Figure 1. Routing congestion map (run 1).
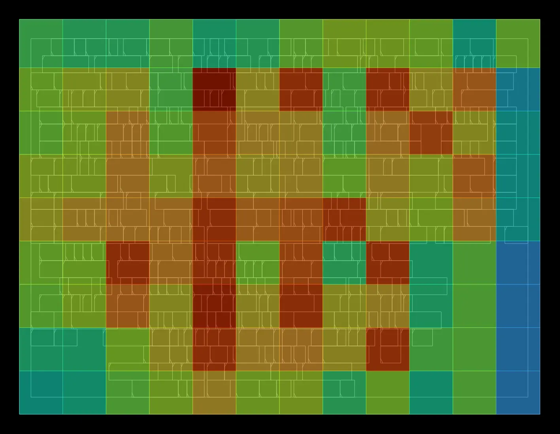
Figure 2. Clock wires, drivers and flops (run 1).
(4 px per um)
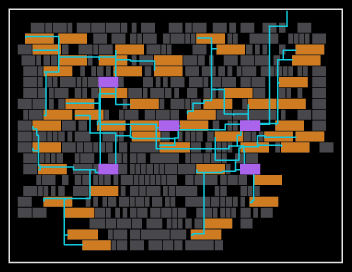
Figure 3. Floorplan with the power grid (run 1).
(6 px per um) Pins as bars on the die edge. Tap cells in grey.
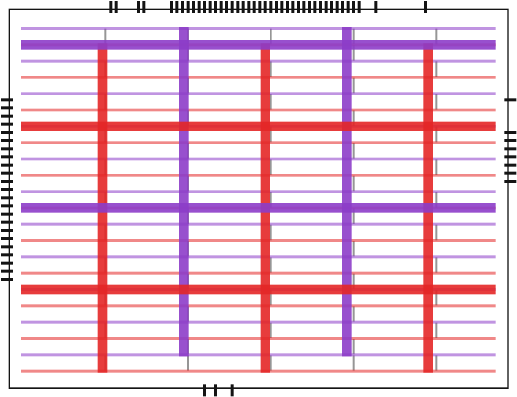
Design mem_host_initiator, sky130hd; sources not shown.
==> notes.md, run 1 <==
The run finished with clean final reports. The report lists the power per cell area as 1510 nW/um^2. TritonCTS built the clock tree. STA classifies the critical path endpoint as a register. Along the critical path, the tally of buffer and inverter instances is 3. Once layout is done, the placed cells without fillers occupy 3280 um^2.

By count the netlist is led by nor2_1 (89), dfxtp_1 (49), o21ai_0 (35). The most common cell in the synthesized netlist is nor2_1. The overall die height is 62.9 um.

The layout overhead on the synthesized area came out at 55.7%. Per the post-synthesis report, the nets total 318. The number of antenna violations at the first check in global routing came out at 0. The number of antenna diodes in the final layout is 0. The delay of the slowest cell on the worst path works out to 350 ps. Slowest stage cell on the critical path: dfxtp_2. Per the final layout report, the fraction of cells sized above drive strength 1 comes to 19.1%. Across the whole layout, storage elements account for 986 um^2.

The run gives 46.6% for the share of Yosys cell area claimed by the top area cell type. After synthesis, the cell types taking the most area are dfxtp_1 (47%), nor2_1 (16%), o21ai_0 (8.3%), nand2_1 (5.0%), inv_1 (3.6%). The largest driver fanout on the critical path is 8. The total count of hold-check failures in the final report is 0. The max-cap check violation count was 0.

With the flip-flop count of the largest register after layout at 16, the H-tree depth reported by CTS is 2. According to the finish report, the design has a final net count of 415. The run gives 0.896 for the weighted congestion reported at the end of routability-driven placement.
## Picture notes: Figure 1
DR WL/cell: 13.5 um
all-layer global routing usage: 21.3%
post-layout utilization of the core: 72.6%

## Picture notes: Figure 2
- orange: flip-flops (count 49)
- purple: clock drivers (count 5)
- cyan: clock wires (length 547 um)
- flops lie: spread over the die
power in the clock group: 958 uW
Clk network pwr share: 19.4%
clock network latency to the later pin of the worst-skew pair: 300 ps

## Picture notes: Figure 3
- purple: VDD
- red: VSS
- signal pins: 75
- met5 straps: 4
- met1 rails: 22
- met4 straps: 5
- tap cells: 57
worst voltage drop across the vdd grid: 0.000798 V
core footprint: 4520 um^2

## run 1: timing repair
item,CTS,global route
hold buffers,0,0
buffers inserted,0,8
setup endpoints to repair,7,42
endpoints found under the hold margin,0,0
resized,5,34
pin swaps,1,10
## run 1: metal layers
layer / track usage (%) / share of wire, % / vias to the layer above
li1: - / - / 1082
met1: 27.0 / 43 / 965
met2: 35.7 / 49 / 92
met3: 5.28 / 6.1 / 11
met4: 6.88 / 1.9 / 0
met5: 0 / 0 / -
## run 1: kinds of logic (layout without fill, tap and decap cells)
family / after synthesis / in the layout / synth area share (%)
AND/OR/NAND/NOR: 145 / 145 / 31.5
flip-flops: 49 / 49 / 46.6
AND-OR/OR-AND: 48 / 48 / 12.5
buffers and inverters: 32 / 130 / 7.01
XOR/XNOR: 3 / 3 / 1.25
adder cells (fa/ha/maj): 2 / 2 / 1.19
## run 1: where the power goes
part | total, uW | internal (uW) | switching (uW) | leakage [uW]
Combinational | 2320 | 1050 | 1280 | 0.000928
Clock | 958 | 531 | 426 | 0.0000574
Sequential | 1660 | 1500 | 159 | 0.000401
Total | 4940 | 3080 | 1860 | 0.00139
## run 1: placed cells by master, fill, tap and decap left out, drive strengths merged
cell,instances
nor2,96
clkdlybuf4s50,73
dfxtp,49
o21ai,37
nand2,31
inv,25
buf,23
nand3,11
clkbuf,6
a21oi,5
nand4,4
o211ai,3
nor3,3
xor2,2
ha,2
a21o,1
o31ai,1
a21boi,1
xnor2,1
clkinvlp,1
bufinv,1
clkdlybuf4s15,1
## run 1: final cells by class
cell class | count | area share (%)
multi-input cells | 198 | 31.9
flip-flops and latches | 49 | 30.1
repair buffers | 97 | 29.1
inverters | 25 | 3.09
clock buffers | 6 | 2.52
well taps | 57 | 2.17
clock inverters | 2 | 1.14
--- run 2 (diff from run 1) ---
- CTS_CLUSTER_DIAMETER: default -> 50
Figure 4. Floorplan with the power grid (run 2).
(6 px per um) Pins as bars on the die edge. Tap cells in grey.
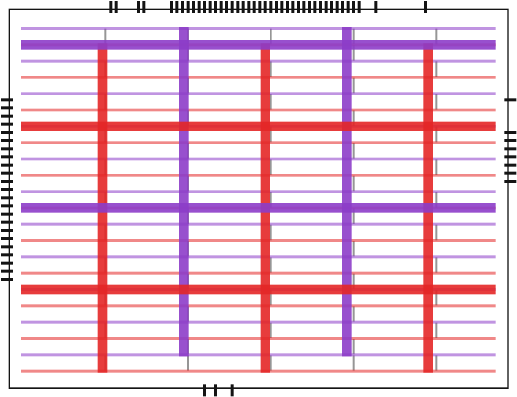
- red: VSS
- purple: VDD
- rows: 21
- tap cells: 57
- met5 straps: 4
floorplan die height: 62.9 um
die width: 82.9 um

==> notes.md, run 2 <==
The most frequent cell after synthesis is nor2_1. The run gives 0 for the number of antenna violations at the first check in global routing. The highest supply drop recorded on VDD is 0.000798 V. The run gives 2 for the H-tree depth reported by CTS. The finished layout reports a core utilization of 72.6%. The final antenna diode tally reported by the flow is 0. Final routed wire length divided by cell count: 13.5 um.

Clock latency on the worst-skew pair, taken at its later pin, is 300 ps. By area the synthesized netlist is led by dfxtp_1 (47%), nor2_1 (16%), o21ai_0 (8.3%), nand2_1 (5.0%), inv_1 (3.6%). The flow ran to the end, and the final reports show no timing, DRC or antenna violations. The worst setup path is captured at a register.

By instance count after routing, the leading logic cell types are nor2_1 (82), clkdlybuf4s50_1 (73), dfxtp_1 (45). The highest-count logic cell in the final layout is nor2_1. For the max-cap check violation count, the log shows 0. With the weighted congestion reported at the end of routability-driven placement at 0.896, the floorplan net count is 318. Global routing used 21.3% of the available tracks. Total power normalized to cell area comes to 1510 nW/um^2.

Counting instances in the post-synthesis netlist gives the leading cell types as nor2_1 (89), dfxtp_1 (49), o21ai_0 (35). Compared with the post-synthesis result, the final layout area differs by 55.7%. The register with the most flip-flops in the layout has 16 of them.

The report shows a maximum critical-path fanout of 8. At the end of the flow, the number of nets in the layout was 415. The tools report the synthesis warning total as 0.

The run gives 4520 um^2 as the core footprint. Cells with a size suffix above 1 make up 19.1% of the layout.
-- run 2: cell counts in the layout (fill, tap and decap cells not counted) --
No cell type changed its count.
-- run 2: layout make-up --
type	count	area (um^2)	share of cell area [%]
Clock buffer	6	82.6	2.52
Clock inverter	2	37.5	1.14
Inverter	25	101	3.09
Multi-Input combinational cell	198	1050	31.9
Sequential cell	49	986	30.1
Tap cell	57	71.3	2.17
Timing Repair Buffer	97	953	29.1
-- run 2: layer usage --
metal	vias up	global-route usage, %	wire, um
met1	965	27.0	2500
met4	0	6.88	111
met3	11	5.28	355
met5	-	0	0
li1	1082	-	-
met2	92	35.7	2870
-- run 2: kinds of logic after synthesis --
kind of cell / Yosys count / synth area share, %
AOI/OAI and AO/OA: 48 / 12.5
xor gates and xnor gates: 3 / 1.25
adders and majority gates: 2 / 1.19
buffers and inverters: 32 / 7.01
DFF: 49 / 46.6
and+or+nand+nor: 145 / 31.5
-- run 2: what timing repair did --
| action | in CTS | in global routing |
|---|---|---|
| pin swaps | 1 | 10 |
| endpoints found under the setup margin | 7 | 42 |
| resized | 5 | 34 |
| buffers inserted | 0 | 8 |
| hold buffers | 0 | 0 |
| cloned | 0 | 0 |
-- run 2: critical path, stage by stage (launching register included) --
cell and delay, ps:
dfxtp_2 350, inv_2 140, nand2_4 100, nor2_8 90, buf_6 120, nand2_8 70, nor2_8 190, inv_4 80
nor2_1 140, nor2_1 80
-- run 2: where the power goes --
part | switching [uW] | internal [uW]
Sequential | 159 | 1500
Clock | 426 | 531
Combinational | 1280 | 1050
Total | 1860 | 3080
Power is estimated from default activity; no workload was simulated.
